$ cat config.mk
export PLATFORM = sky130hd
export DESIGN_NAME = alu_issue
export DESIGN_NICKNAME = d
export VERILOG_FILES = /design/src/rtl/alu_pkg.sv /design/src/rtl/alu_issue.sv
export SDC_FILE = /design/constraint.sdc
export NUM_CORES = 1
export LEC_CHECK = 0
export CORE_AREA = 2 2 76 78
export DETAILED_ROUTE_END_ITERATION = 16
export DIE_AREA = 0 0 78 80
export PLACE_DENSITY = 0.85
export SLEW_MARGIN = 20
export SYNTH_ARGS = -nofsm -noshare
export SYNTH_HDL_FRONTEND = slang
export SYNTH_SLANG_ARGS = --single-unit
$ cat constraint.sdc
create_clock -name clk -period 1.8 [get_ports clk]
set_input_delay 0.36 -clock clk [delete_from_list [all_inputs] [get_ports clk]]
set_output_delay 0.36 -clock clk [all_outputs]
set_load 0.05 [all_outputs]
$ cat src/rtl/alu_pkg.sv
`default_nettype none
// ============================================================================
// Module      : alu_pkg
// Description : Shared op-code and state encodings for the ALU issue block.
//               Also provides small helpers that classify op-codes.
// Revision    : 1.0 - initial release
// ============================================================================
package alu_pkg;

  // Operation codes (result = b op a). Codes 0 and 7 are illegal.
  localparam logic [2:0] OP_ADD = 3'd1;
  localparam logic [2:0] OP_SUB = 3'd2;
  localparam logic [2:0] OP_MUL = 3'd3;
  localparam logic [2:0] OP_DIV = 3'd4;
  localparam logic [2:0] OP_MOD = 3'd5;
  localparam logic [2:0] OP_SHL = 3'd6;

  // Issue state encoding
  localparam logic [1:0] ST_IDLE = 2'd0;
  localparam logic [1:0] ST_EXEC = 2'd1;
  localparam logic [1:0] ST_RESP = 2'd2;

  function automatic logic op_is_legal(input logic [2:0] op);
    return (op >= OP_ADD) && (op <= OP_SHL);
  endfunction

  function automatic logic op_is_divide(input logic [2:0] op);
    return (op == OP_DIV) || (op == OP_MOD);
  endfunction

endpackage
`default_nettype wire

$ cat src/rtl/alu_issue.sv
`default_nettype none
// ============================================================================
// Module      : alu_issue
// Description : Single-outstanding issue stage in front of an external
//               combinational ALU. Latches a request, drives the ALU for one
//               EXEC cycle, captures the result and holds it until consumed.
//               Illegal op-codes bypass the ALU and return an error response.
// Config      : ALU_ISSUE_DIV_GUARD_EN - when defined, div/mod with a==0 is
//               answered directly with all-ones data and an error flag.
// Ports       : clk, reset       - clock, synchronous active-high reset
//               req_*            - request handshake and operands
//               alu_in1/in2/op   - operands/op-code to the ALU
//               alu_out          - ALU result
//               rsp_*            - response handshake, data and flags
//               busy             - high whenever not IDLE
// Revision    : 1.0 - initial release
// ============================================================================
module alu_issue
  import alu_pkg::*;
#(
  parameter int DATA_W = 16
) (
  input  logic              clk,
  input  logic              reset,
  input  logic              req_valid,
  output logic              req_ready,
  input  logic [2:0]        req_op,
  input  logic [DATA_W-1:0] req_a,
  input  logic [DATA_W-1:0] req_b,
  output logic [DATA_W-1:0] alu_in1,
  output logic [DATA_W-1:0] alu_in2,
  output logic [2:0]        alu_op,
  input  logic [DATA_W-1:0] alu_out,
  output logic              rsp_valid,
  input  logic              rsp_ready,
  output logic [DATA_W-1:0] rsp_data,
  output logic              rsp_z,
  output logic              rsp_err,
  output logic              busy
);

  logic [1:0]        state;
  logic [2:0]        lat_op;
  logic [DATA_W-1:0] lat_a;
  logic [DATA_W-1:0] lat_b;

  // Negative-or-zero flag, always derived from the value being captured
  function automatic logic neg_or_zero(input logic [DATA_W-1:0] v);
    return v[DATA_W-1] | (v == '0);
  endfunction

  always_ff @(posedge clk) begin
    if (reset) begin
      state    <= ST_IDLE;
      lat_op   <= 3'd0;
      lat_a    <= '0;
      lat_b    <= '0;
      rsp_data <= '0;
      rsp_z    <= 1'b0;
      rsp_err  <= 1'b0;
    end else begin
      case (state)
        ST_IDLE: begin
          if (req_valid) begin
            lat_op <= req_op;
            lat_a  <= req_a;
            lat_b  <= req_b;
            if (!op_is_legal(req_op)) begin
              state    <= ST_RESP;
              rsp_data <= '0;
              rsp_z    <= neg_or_zero('0);
              rsp_err  <= 1'b1;
            end
`ifdef ALU_ISSUE_DIV_GUARD_EN
            // req_a is the divisor, since the ALU computes b op a
            else if (op_is_divide(req_op) && (req_a == '0)) begin
              state    <= ST_RESP;
              rsp_data <= '1;
              rsp_z    <= neg_or_zero('1);
              rsp_err  <= 1'b1;
            end
`endif
            else begin
              state <= ST_EXEC;
            end
          end
        end
        ST_EXEC: begin
          state    <= ST_RESP;
          rsp_data <= alu_out;
          rsp_z    <= neg_or_zero(alu_out);
          rsp_err  <= 1'b0;
        end
        ST_RESP: begin
          if (rsp_ready) state <= ST_IDLE;
        end
        default: state <= ST_IDLE;
      endcase
    end
  end

  assign req_ready = (state == ST_IDLE);
  assign rsp_valid = (state == ST_RESP);
  assign busy      = (state != ST_IDLE);

  // Operands hold their last latched value; the op-code is only presented
  // during EXEC so the ALU sees a no-op otherwise.
  assign alu_in1 = lat_a;
  assign alu_in2 = lat_b;
  assign alu_op  = (state == ST_EXEC) ? lat_op : 3'd0;

endmodule
`default_nettype wire
M1 wires:
Cells faint in the background.
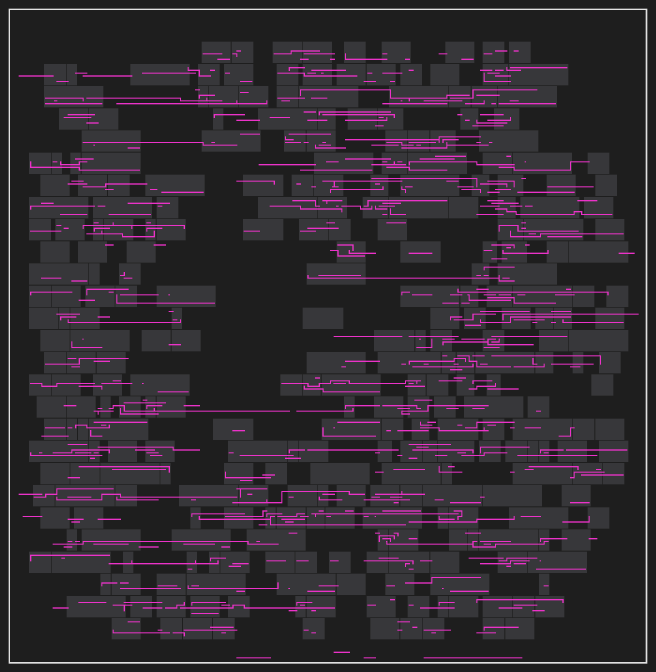
The layer carries 1,970 um of wire. The longest straight run is 23.5 um. The wires run mostly horizontal.
met1 Usage GRT: 18.09%
vias after detailed routing: 1,758
Routed Wire Length: 4967 um

==> deck_impl_summary.md <==
Run Summary

Status
  – Outcome: complete, no violations

STA
  – Measured slew at the worst slew-check pin: 0.5890 ns
  – Final WS setup: 0.09075 ns
  – Fin Setup TNS: 0 ns
  – Max Freq: 585.1 MHz
  – Tcrit/Tclk final: 94.96%
  – Worst rel slew slack: 60.69%
  – Max-slew violation count: 0
  – Post-route minimum period: 1.709 ns
  – Hold Violations, Final: 0
  – WHS: 0.4855 ns

Cells and area
  – # fillers: 453
  – Multi-input logic area: 855.8 um2
  – Final Util: 60.67%
  – Fin nets: 359
  – Dominant logic cell type in the layout: buf_4
  – Most numerous logic cells after layout: buf_4 (63), dfxtp_1 (55), clkdlybuf4s50_1 (54)
  – Register area: 0.001101 mm2
  – N_diodes: 0

Die
  – Die X: 78 um
  – I/O pin total: 111
  – Num rows: 27
  – Die ar.: 0.006240 mm2
  – Fp util: 37.20%

Placement
  – Port Buffer Count: 110
  – Post-DP Area: 0.003182 mm2
  – HPWL after detailed placement: 3819 um
  – Final Wtd Congestion: 0.7997
  – Cell count after placement: 369
  – Placement-stage worst setup slack: -0.2308 ns

Route
  – DRC: 0
  – Via density: 4.676
  – Met3 WL post-DR: 391 um
  – Initial drt markers: 59
  – Remaining antenna violation count: 0
  – Routed len/inst: 13.21 um
  – DR pass1 iterations: 4
  – Max Used Layer: met4

GRT
  – Antenna violations before repair: 0
  – Remaining Overflow, GRT: 0
  – Largest net degree at the start of global routing: 34
  – GR peak layer: met2

Flow run
  – Max Cap Viol: 0
  – Log Warnings: 26

Synthesis
  – Synth Instances: 185
  – Post-synth EDFFs: 0
  – Syn. warnings: 0
  – Count leader, synth: dfxtp_1
  – Largest cells by area: dfxtp_1 (55%), mux2i_1 (17%), nor2_1 (6.9%)
  – Mapped Nets: 240
  – Top_reg_cell synth: dfxtp_1

Clock network
  – Clk slew on worst S/H paths: 0.09 ns
  – Worst-Skew Late Latency: 0.29 ns
  – CTS Hold Bufs: 0
  – CTS tree: done
  – Post-CTS Setup Bufs: 0
  – CTS Buffer Depth: 2
  – Clock root cell: clkbuf_8
  – Total CTS buffers: 5

Critical path
  – Max FO, Critical Path: 15
  – CP delay by family, top: simple AND/OR/NAND/NOR gates
  – Critical Path End Type: flip-flop
  – Critical Path RT: 1.99 ns
  – Critical Path AT: 1.90 ns
  – Worst path cell trace: clkdlybuf4s50_1 -> or4b_4 -> a41o_4 -> a22o_2
  – Max incr delay on CP: 0.56 ns
  – Buffer and inverter count on the worst path: 1

Power
  – Comb power frac: 29.1%
  – Sequential power share: 47.3%
  – Overall Power: 2.851 mW
  – Sequential group power: 1.35 mW
  – Internal power: 1.955 mW
  – Logic power comb: 828 uW
  – Top power group: registers
  – Leak: 1.464 nW
  – Switching Share: 31.42%
  – Power in the clock group: 673 uW

Worst hold path
  – Worst min-delay path class: flip-flop to flip-flop
Signal wires on met2:
Bar = 20 um.
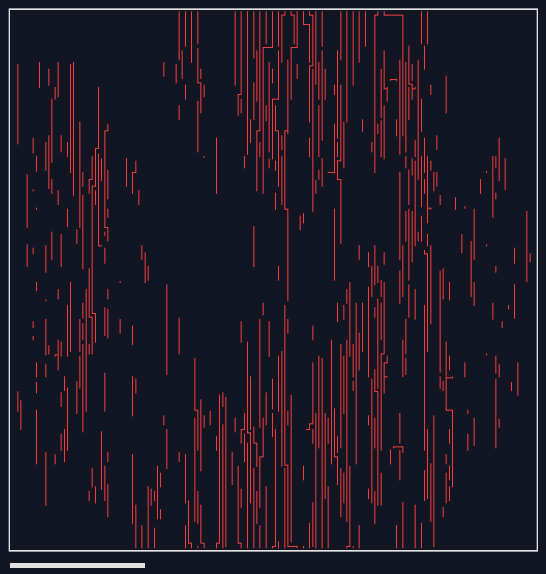
318 nets have wire on it. The layer holds 51% of the routed length. The longest straight run is 28.1 um.
GR Layer Usage met2: 28.19%

-- logic make-up after synthesis --
| group | share of synthesized area (%) |
|---|---|
| AOI/OAI and AO/OA | 11.01 |
| buffers and inverters | 3.547 |
| DFF | 54.76 |
| muxes | 17.42 |
| and+or+nand+nor | 13.25 |
-- final timing paths --
check | start | end | slack [ns] | cells after the start
max reg2reg | state[1] | alu_in2[11] | 0.36 | 4
max | req_op[2] | rsp_data[10] | 0.09 | 4
min reg2reg | rsp_data[8] | rsp_data[8] | 0.49 | 1
min | rsp_data[8] | rsp_data[8] | 0.49 | 1
-- cell type report --
type,instances,share of cell area [%]
Multi-Input combinational cell,116,26.10
Sequential cell,55,33.58
Tap cell,72,2.747
Timing Repair Buffer,123,34.57
Clock inverter,1,0.1526
Inverter,3,0.3434
Clock buffer,6,2.518
Power is estimated from default activity; no workload was simulated.
